===== config.mk =====
export PLATFORM = sky130hd
export DESIGN_NAME = spi_minion_frontend
export DESIGN_NICKNAME = d
export VERILOG_FILES = /design/src/rtl/spi_minion_pkg.sv /design/src/rtl/spi_pin_sync.sv /design/src/rtl/spi_minion_frontend.sv
export SDC_FILE = /design/constraint.sdc
export NUM_CORES = 1
export LEC_CHECK = 0
export CORE_ASPECT_RATIO = 2
export CORE_MARGIN = 10
export CORE_UTILIZATION = 50
export CTS_CLUSTER_SIZE = 28
export DETAILED_ROUTE_END_ITERATION = 8
export DONT_BUFFER_PORTS = 1
export GPL_ROUTABILITY_DRIVEN = 0
export PLACE_DENSITY_LB_ADDON = 0.3
export SKIP_CTS_REPAIR_TIMING = 1
export SYNTH_ARGS = -nofsm -noshare
export SYNTH_HDL_FRONTEND = slang
export SYNTH_SLANG_ARGS = --single-unit

===== constraint.sdc =====
create_clock -name clk -period 4.1 [get_ports clk]
set_input_delay 0.41 -clock clk [delete_from_list [all_inputs] [get_ports clk]]
set_output_delay 0.41 -clock clk [all_outputs]
set_load 0.03 [all_outputs]

===== src/rtl/spi_minion_pkg.sv =====
// Shared types and constants for the SPI minion pin-facing front end.
// The FSM state encoding, synchroniser depth and parity helper all live here.
package spi_minion_pkg;

    typedef enum logic [1:0] {
        WAIT_IDLE = 2'd0,
        IDLE      = 2'd1,
        ACTIVE    = 2'd2
    } state_t;

    localparam int SYNC_DEPTH   = 2;
    localparam int PARITY_MAX_W = 64;

    // Zero-extension does not change the XOR, so narrower frames can share this helper.
    function automatic logic even_parity(input logic [PARITY_MAX_W-1:0] data);
        return ^data;
    endfunction

endpackage


===== src/rtl/spi_pin_sync.sv =====
// Two-flop synchroniser for one asynchronous SPI pin, followed by a history flop.
// The history flop provides the rise and fall edge strobes.
module spi_pin_sync
    import spi_minion_pkg::*;
#(
    parameter logic RESET_VAL = 1'b0
) (
    input  logic clk,
    input  logic reset,
    input  logic pin,
    output logic level,
    output logic rise,
    output logic fall
);

    // Stage 0 is s1, stage SYNC_DEPTH-1 is s2, stage SYNC_DEPTH is the history flop s3.
    logic [SYNC_DEPTH:0] sync_r;

    // Shift the pin through the synchroniser and history stages.
    always_ff @(posedge clk) begin
        if (reset) begin
            sync_r <= {(SYNC_DEPTH + 1){RESET_VAL}};
        end else begin
            sync_r <= {sync_r[SYNC_DEPTH-1:0], pin};
        end
    end

    assign level = sync_r[SYNC_DEPTH-1];
    assign rise  = sync_r[SYNC_DEPTH-1] & ~sync_r[SYNC_DEPTH];
    assign fall  = ~sync_r[SYNC_DEPTH-1] & sync_r[SYNC_DEPTH];

endmodule


===== src/rtl/spi_minion_frontend.sv =====
// SPI mode-0 minion front end: it synchronises the pads, shifts one frame per chip-select
// window, pushes each complete frame and pulls the next word to shift out.
module spi_minion_frontend
    import spi_minion_pkg::*;
#(
    parameter int BIT_WIDTH = 8
) (
    input  logic                 clk,
    input  logic                 reset,
    input  logic                 cs,
    input  logic                 sclk,
    input  logic                 mosi,
    output logic                 miso,
    output logic                 push_en,
    output logic [BIT_WIDTH-1:0] push_msg,
    output logic                 pull_en,
    input  logic [BIT_WIDTH-1:0] pull_msg,
    output logic                 minion_parity,
    output logic                 frame_err
);

    localparam int CNT_W = $clog2(BIT_WIDTH + 2);

    logic cs_level_s, cs_rise_s, cs_fall_s;
    logic sclk_rise_s, sclk_fall_s, sclk_level_unused_s;
    logic mosi_s, mosi_rise_unused_s, mosi_fall_unused_s;

    state_t               state_r, state_next_s;
    logic [BIT_WIDTH-1:0] sr_r, sr_next_s;
    logic [CNT_W-1:0]     cnt_r, cnt_next_s;
    logic                 miso_r, miso_next_s;
    logic                 push_en_r, push_en_next_s;
    logic                 pull_en_r, pull_en_next_s;
    logic [BIT_WIDTH-1:0] push_msg_r, push_msg_next_s;
    logic                 parity_r, parity_next_s;
    logic                 frame_err_r, frame_err_next_s;

    spi_pin_sync #(.RESET_VAL(1'b1)) u_cs_sync (
        .clk   (clk),
        .reset (reset),
        .pin   (cs),
        .level (cs_level_s),
        .rise  (cs_rise_s),
        .fall  (cs_fall_s)
    );

    spi_pin_sync #(.RESET_VAL(1'b0)) u_sclk_sync (
        .clk   (clk),
        .reset (reset),
        .pin   (sclk),
        .level (sclk_level_unused_s),
        .rise  (sclk_rise_s),
        .fall  (sclk_fall_s)
    );

    spi_pin_sync #(.RESET_VAL(1'b0)) u_mosi_sync (
        .clk   (clk),
        .reset (reset),
        .pin   (mosi),
        .level (mosi_s),
        .rise  (mosi_rise_unused_s),
        .fall  (mosi_fall_unused_s)
    );

    // FSM state register.
    always_ff @(posedge clk) begin
        if (reset) begin
            state_r <= WAIT_IDLE;
        end else begin
            state_r <= state_next_s;
        end
    end

    // Next-state and datapath decode. In WAIT_IDLE the bit counter times the synchroniser
    // flush, so reset values in the cs flops cannot fake an idle bus.
    always_comb begin
        state_next_s     = state_r;
        sr_next_s        = sr_r;
        cnt_next_s       = cnt_r;
        miso_next_s      = miso_r;
        push_en_next_s   = 1'b0;
        pull_en_next_s   = 1'b0;
        push_msg_next_s  = push_msg_r;
        parity_next_s    = parity_r;
        frame_err_next_s = frame_err_r;

        case (state_r)
            WAIT_IDLE: begin
                if (cnt_r != CNT_W'(SYNC_DEPTH + 1)) begin
                    cnt_next_s = cnt_r + CNT_W'(1);
                end else if (cs_level_s) begin
                    state_next_s = IDLE;
                    cnt_next_s   = {CNT_W{1'b0}};
                end else begin
                    state_next_s = WAIT_IDLE;
                end
            end
            IDLE: begin
                if (cs_fall_s) begin
                    state_next_s   = ACTIVE;
                    pull_en_next_s = 1'b1;
                    sr_next_s      = pull_msg;
                    cnt_next_s     = {CNT_W{1'b0}};
                    miso_next_s    = pull_msg[BIT_WIDTH-1];
                end else begin
                    state_next_s = IDLE;
                end
            end
            ACTIVE: begin
                // A cs release outranks any sclk edge that arrives in the same cycle.
                if (cs_rise_s) begin
                    state_next_s = IDLE;
                    if (cnt_r == CNT_W'(BIT_WIDTH)) begin
                        push_en_next_s  = 1'b1;
                        push_msg_next_s = sr_r;
                        parity_next_s   = even_parity(PARITY_MAX_W'(sr_r));
                    end else begin
                        frame_err_next_s = 1'b1;
                    end
                end else if (sclk_rise_s) begin
                    sr_next_s = {sr_r[BIT_WIDTH-2:0], mosi_s};
                    if (cnt_r != CNT_W'(BIT_WIDTH + 1)) begin
                        cnt_next_s = cnt_r + CNT_W'(1);
                    end else begin
                        cnt_next_s = cnt_r;
                    end
                end else if (sclk_fall_s) begin
                    miso_next_s = sr_r[BIT_WIDTH-1];
                end else begin
                    state_next_s = ACTIVE;
                end
            end
            default: begin
                state_next_s = WAIT_IDLE;
            end
        endcase
    end

    // Datapath and output registers.
    always_ff @(posedge clk) begin
        if (reset) begin
            sr_r        <= {BIT_WIDTH{1'b0}};
            cnt_r       <= {CNT_W{1'b0}};
            miso_r      <= 1'b0;
            push_en_r   <= 1'b0;
            pull_en_r   <= 1'b0;
            push_msg_r  <= {BIT_WIDTH{1'b0}};
            parity_r    <= 1'b0;
            frame_err_r <= 1'b0;
        end else begin
            sr_r        <= sr_next_s;
            cnt_r       <= cnt_next_s;
            miso_r      <= miso_next_s;
            push_en_r   <= push_en_next_s;
            pull_en_r   <= pull_en_next_s;
            push_msg_r  <= push_msg_next_s;
            parity_r    <= parity_next_s;
            frame_err_r <= frame_err_next_s;
        end
    end

    assign miso          = miso_r;
    assign push_en       = push_en_r;
    assign pull_en       = pull_en_r;
    assign push_msg      = push_msg_r;
    assign minion_parity = parity_r;
    assign frame_err     = frame_err_r;

endmodule


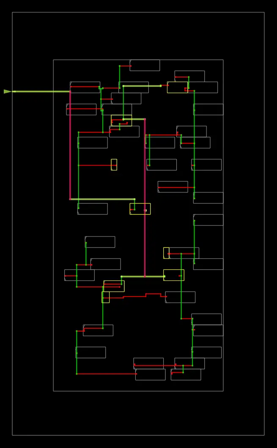
(run_1/clocks.png)
Setup Skew: 0.000986 ns
clock buffer count: 7
clock group power: 235 uW
total CTS buffers: 5

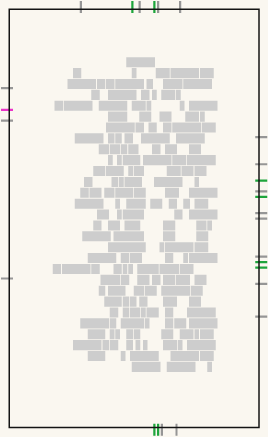
(run_1/io_placement.png)
Scale: 4 px per um. Pins as bars across the die edge, other pins in gray.
legend:
  green:
    port: pull_msg
    pins: 8
    direction: input
    edge: 4 right, 2 top, 2 bottom
  magenta:
    port: mosi
    pins: 1
    direction: input
    edge: left
all pins by edge: 12 right, 6 top, 4 left, 4 bottom

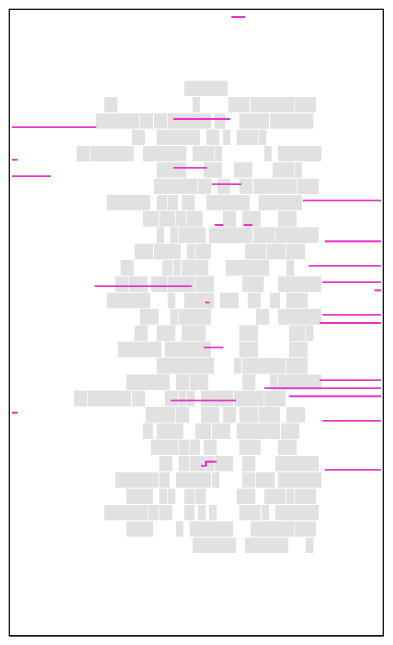
(run_1/layer_met3.png)
Scale: 6 px per um. Cells faint in the background.
longest straight run: 19.1 um
share of all routed wire: 5.4%
main direction: horizontal
wire length on this layer: 203 um
via count of the routed design: 1291
total length of routed wires: 3.76 mm

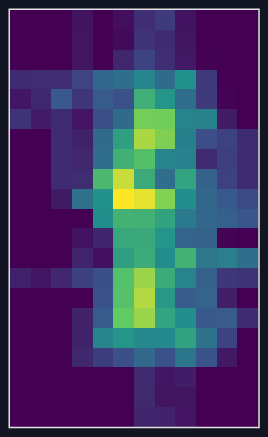
(run_1/metal_density.png)
Scale: 4 px per um. 12 x 21 tiles, from dark purple (low) to yellow (high), scaled to the fullest tile. Values are wire area over tile area, all layers added.
emptiest ninth of the die: lower left
mean over tiles: 0.094
nearly empty tiles: 35%
Overall Global Routing Usage: 12.4%
detailed-route wire length per cell: 16.8 um

==> results.toml, run 1 <==
# synthesis and place-and-route metrics
[placement]
dp_worst_setup_slack_ns = 1.48
place.detailed.instances = 216

[timing]
final_period_minus_worst_setup_slack_ns = 2.60
unrepaired_setup_endpoints_after_global_routing = "false"
slew_headroom_pct = 36.7
worstMarginPinSlew_ns = 0.945
timing.final.setup_violations = 0
report.final.hold_viol_count = 0
slew_viol_final = 0
setup-tns-final_ns = 0

[detailed_routing]
route.detailed.drc = 0
first_iter_violations = 29
viasPerCell = 5.76

[layout]
comb_area_share_pct = 52.6
final-comb-area_um2 = 973
num-nonclk-inverters = 9
most_frequently_placed_logic_cells_in_the_final_layout = "35 x dfxtp_1, 17 x mux2i_1, 15 x nor2_1"
seq-cell-share_pct = 37.9
area_dominant_class = "multi-input combinational cells"
finish.utilization_pct = 54.1
design_area_um2 = 1850
final_layout_fill_cell_count = 318
design.final.nets = 195
antenna-diode-count = 0
finish.cell_count_without_fillers = 224

[yosys]
xor_area_share_pct = 3.95
simple_gate_area_share_pct = 17.8
yosys.stat.seqShare_pct = 39.5
synth_cells = 180
number_of_enable_flip_flop_cells = 0
post_synth.cell_area_avg_um2 = 9.84
ff_type = "dfxtp_1"
compound_area_share_pct = 18.4
numSynthFlops = 35
fraction_of_synthesized_area_in_multiplexers_pct = 9.60
synth.yosys.warnings = 0
fa_ha_maj_area_share_pct = 4.94
synth-async-reset-ratio_pct = 0

[clock_network]
cts_tree = "built"
clock_sinks = 35
ctsLongestPathBuffers = 2
clk_latency_ns = 0.28
path_clk_slew_ns = 0.07

[status]
run_status = "finished, final reports clean"

[floorplan]
placeableCoreArea_um2 = 3420
die.size.x_um = 62.1
placementRows = 30
n_tap_cell = 48
num_io_pins = 26

[power]
worst_ir_drop_vdd_uv = 261
power.density_nw_per_um2 = 539

[run]
log.warning_count = 31
count_of_max_cap_constraint_violations = 0

[worst_setup_path]
timing.critical_path.max_delay_family = "simple AND/OR/NAND/NOR gates"
worst-endpoint-arrival_ns = 2.78
cpPeakStageDelay_ns = 0.77
cp_num_buf_inv = 1
critPathCaptureType = "flip-flop"
timing.rr.start = "state_r[0]"

[hold_path]
worstHoldPathType = "in2reg"

[global_route]
via_count_of_the_first_global_routing_pass = 1275
grt_pass1_wl_mm = 6.20
## run 1: final timing paths
check | to | slack, ns | cells past startpoint
max | push_msg[0] | 1.50 | 6
min | u_mosi_sync.sync_r[0] | 0.19 | 1
max reg2reg | push_msg[0] | 1.50 | 6
min reg2reg | u_cs_sync.sync_r[1] | 0.41 | 1
## run 1: synth_stat cells, types with 4 or more instances
| cell type | number | area [um^2] |
|---|---|---|
| inv_1 | 9 | 33.8 |
| buf_2 | 4 | 20.0 |
| or2_2 | 4 | 25.0 |
| a311oi_1 | 8 | 70.1 |
| ha_1 | 7 | 87.6 |
| dfxtp_1 | 35 | 701 |
| nor2_1 | 15 | 56.3 |
| xnor2_1 | 7 | 61.3 |
| a31oi_1 | 9 | 56.3 |
| mux2i_1 | 17 | 170 |
| nand2b_1 | 5 | 31.3 |
| nor2b_1 | 5 | 31.3 |
| a21oi_1 | 6 | 30.0 |
| clkbuf_1 | 4 | 15.0 |
## run 1: power breakdown
group,internal [mW],total (mW),switching [mW]
sequential,0.385,0.446,0.0603
clock,0.119,0.235,0.116
combinational,0.151,0.316,0.164
total,0.656,0.997,0.341
## run 1: state kept, by name (all words and copies together) (netlist names)
| name | cells |
|---|---|
| u_sclk_sync.sync_r | 3 |
| state_r | 2 |
| miso | 1 |
| minion_parity | 1 |
| push_msg | 8 |
| sr_r | 8 |
| u_mosi_sync.sync_r | 2 |
| push_en | 1 |
| u_cs_sync.sync_r | 3 |
| cnt_r | 4 |
| pull_en | 1 |
| frame_err | 1 |
## run 1: metal layers
metal	track usage (%)	part of all wire (%)	up-vias
li1	-	-	637
met1	12.8	38	615
met2	20.5	54	30
met3	3.79	5.4	9
met4	7.23	3.2	0
met5	0	0	-
==> run_1/placement_by_type.png <==
Scale: 8 px per um.
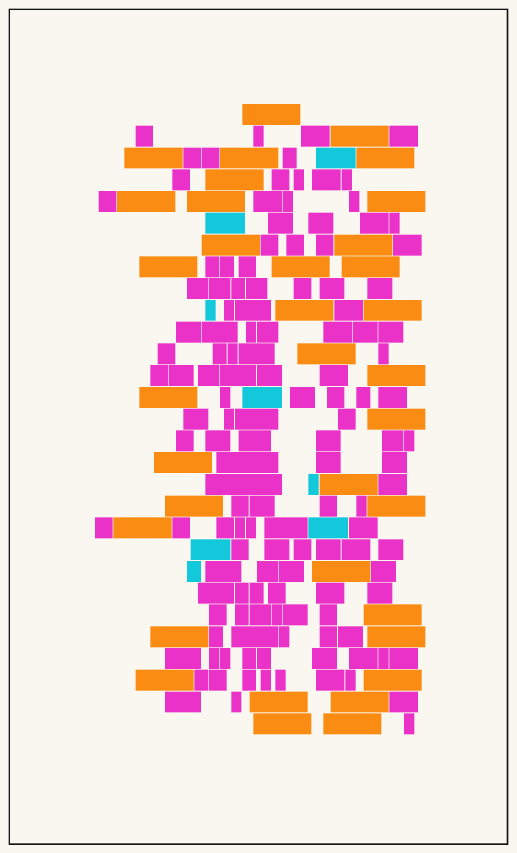

--- run 2 (diff from run 1) ---
==> constraint.sdc (replaced) <==
create_clock -name clk -period 2.7 [get_ports clk]
set_input_delay 0.27 -clock clk [delete_from_list [all_inputs] [get_ports clk]]
set_output_delay 0.27 -clock clk [all_outputs]
set_load 0.03 [all_outputs]
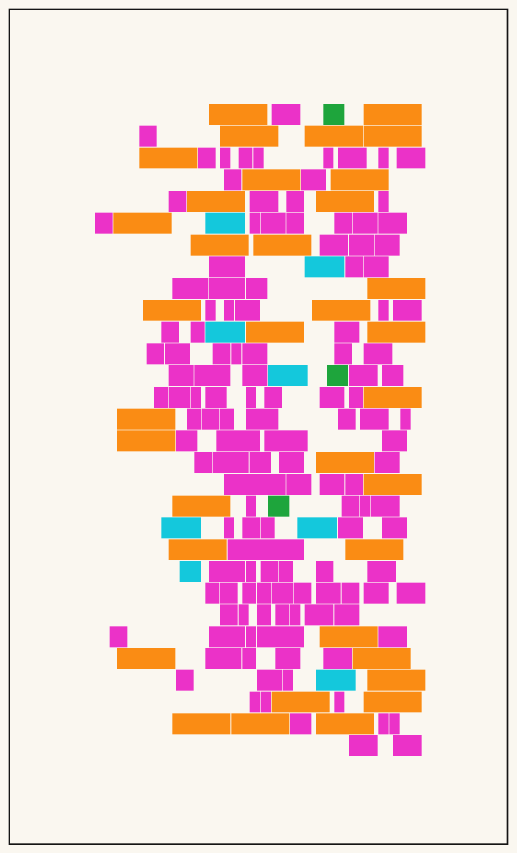
(run_2/placement_by_type.png)
Scale: 8 px per um.
legend:
  green:
    class: other buffers and delay cells
    cells: 3
  magenta:
    class: combinational and other logic
    cells: 133
  cyan:
    class: clock drivers and dummy loads
    cells: 8
  orange:
    class: flops
    cells: 35
final instance area: 1890 um^2
register share of the cell area: 37.0%
standard-cell row count: 30
Core ar.: 3420 um^2
final core area utilization: 55.5%

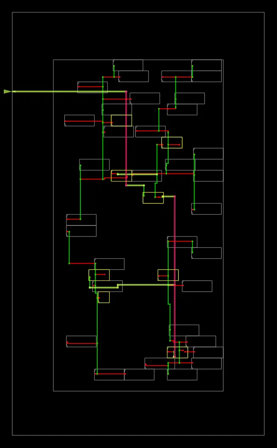
(run_2/clocks.png)
later-pin clock latency in the skew report: 0.29 ns
Setup Skew: 0.00647 ns

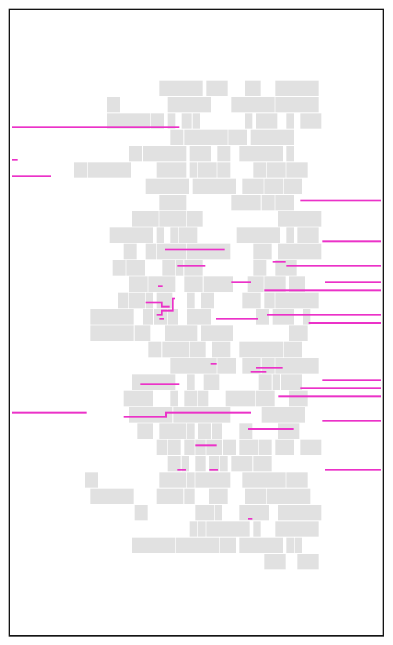
(run_2/layer_met3.png)
Scale: 6 px per um. Cells faint in the background.
longest straight run: 27.6 um
wire length on this layer: 285 um
global-route met3 utilization: 4.28%
total length of routed wires: 3.90 mm
via count of the routed design: 1343

==> run 2 against run 1 <==
  * Critical path depth unchanged
  * Sequential share of layout area down 0.90 points
  * Global-route usage up 0.94 points
  * Cell count up 1.3%
  * Worst setup slack worse by 0.64 ns
  * Combinational power up 57%
  * Power up 60%
  * Core utilization up 1.3 points
  * Count of clock-buffer cells in the layout unchanged
  * Sequential power up 52%
  * Wire length up 3.7%
  * Largest cell class unchanged
==> results.toml, run 2 <==
# synthesis and place-and-route metrics
[worst_setup_path]
critical_path.endpoint = "cnt_r[3]"
rr_endpoint = "cnt_r[3]"
worstRegToRegCells = 6
worst-endpoint-arrival_ns = 2.01
critPathCaptureType = "flip-flop"
timing.reg2reg.setup_slack_ns = 0.85

[status]
run_status = "finished, final reports clean"

[layout]
finish.cell_count_without_fillers = 227
antenna-diode-count = 0
design.final.nets = 198

[power]
worst_ir_drop_vdd_uv = 468
combinationalPowerShare_pct = 31.1
power.switching_uw = 538
power.internal_mw = 1.05
flop_pwr_share_pct = 42.6
p_sw_share_pct = 33.8

[hold_path]
worstHoldPathType = "in2reg"
whs_path_depth = 1

[timing]
worstMarginPinSlew_ns = 0.498
setup-tns-final_ns = 0
report.final.hold_viol_count = 0
unrepaired_setup_endpoints_after_global_routing = "false"
final_period_minus_worst_setup_slack_ns = 1.85
slew_viol_final = 0

[yosys]
compound_area_share_pct = 18.4
ff_type = "dfxtp_1"
ys_top_cells_by_area = "dfxtp_1 40%, mux2i_1 9.6%, ha_1 4.9%"
synth_cells = 180
number_of_enable_flip_flop_cells = 0
synth_top_cell_by_count = "dfxtp_1"
largest_area_contributor_in_the_netlist = "dfxtp_1"
synth.cells.most_frequent = "35 x dfxtp_1, 17 x mux2i_1, 15 x nor2_1"
synth.yosys.warnings = 0
numSynthFlops = 35
xor_area_share_pct = 3.95
synth-async-reset-ratio_pct = 0
post_synth.cell_area_avg_um2 = 9.84
yosys.area.top_type_share_pct = 39.5
simple_gate_area_share_pct = 17.8

[detailed_routing]
viasPerCell = 5.92
route.detailed.drc = 0
drt-wirelength-per-cell_um = 17.2
first_iter_violations = 28

[clock_network]
ctsLongestPathBuffers = 2
path_clk_slew_ns = 0.07

[floorplan]
die.size.x_um = 62.1
run 2: layout make-up:
| class | count | area (um^2) | area share (%) |
|---|---|---|---|
| Multi-Input combinational cell | 124 | 973 | 51.4 |
| Sequential cell | 35 | 701 | 37.0 |
| Clock buffer | 7 | 96.3 | 5.09 |
| Tap cell | 48 | 60.1 | 3.17 |
| Inverter | 9 | 33.8 | 1.78 |
| Timing Repair Buffer | 3 | 22.5 | 1.19 |
| Clock inverter | 1 | 7.51 | 0.396 |
run 2: layer usage:
metal / wire length [um] / up-vias / track usage (%)
li1: - / 646 / -
met1: 1240 / 639 / 12.8
met2: 2250 / 45 / 23.2
met3: 285 / 13 / 4.28
met4: 121 / 0 / 7.23
met5: 0 / - / 0
run 2: worst min-delay path by stage:
stage                       endpoint  start  slack, ns
6_report       u_mosi_sync.sync_r[0]  reset       0.04
5_1_grt        u_mosi_sync.sync_r[1]  reset       0.03
4_1_cts        u_mosi_sync.sync_r[0]  reset       0.03
3_5_place_dp   u_mosi_sync.sync_r[0]  reset       0.35
3_3_place_gp   u_sclk_sync.sync_r[2]  reset       0.35
2_1_floorplan    u_cs_sync.sync_r[0]     cs       0.37
run 2: worst max-delay path, cell delays in order, from the launching register on:
cell and delay [ns]:
dfxtp_1 0.38, inv_1 0.08, ha_1 0.34, nor4b_2 0.33, nor2_1 0.11, a2111oi_0 0.37
o32ai_1 0.12
run 2: power by group through the flow:
stage / clock (mW) / combinational (mW) / sequential (mW)
CTS: 0.436 / 0.500 / 0.676
global route: 0.460 / 0.559 / 0.689
floorplan: 0 / 0.430 / 0.664
detailed placement: 0 / 0.497 / 0.689
global placement: 0 / 0.478 / 0.684
finish: 0.418 / 0.496 / 0.678
No activity file was given, so power comes from the tool's default toggle rates.
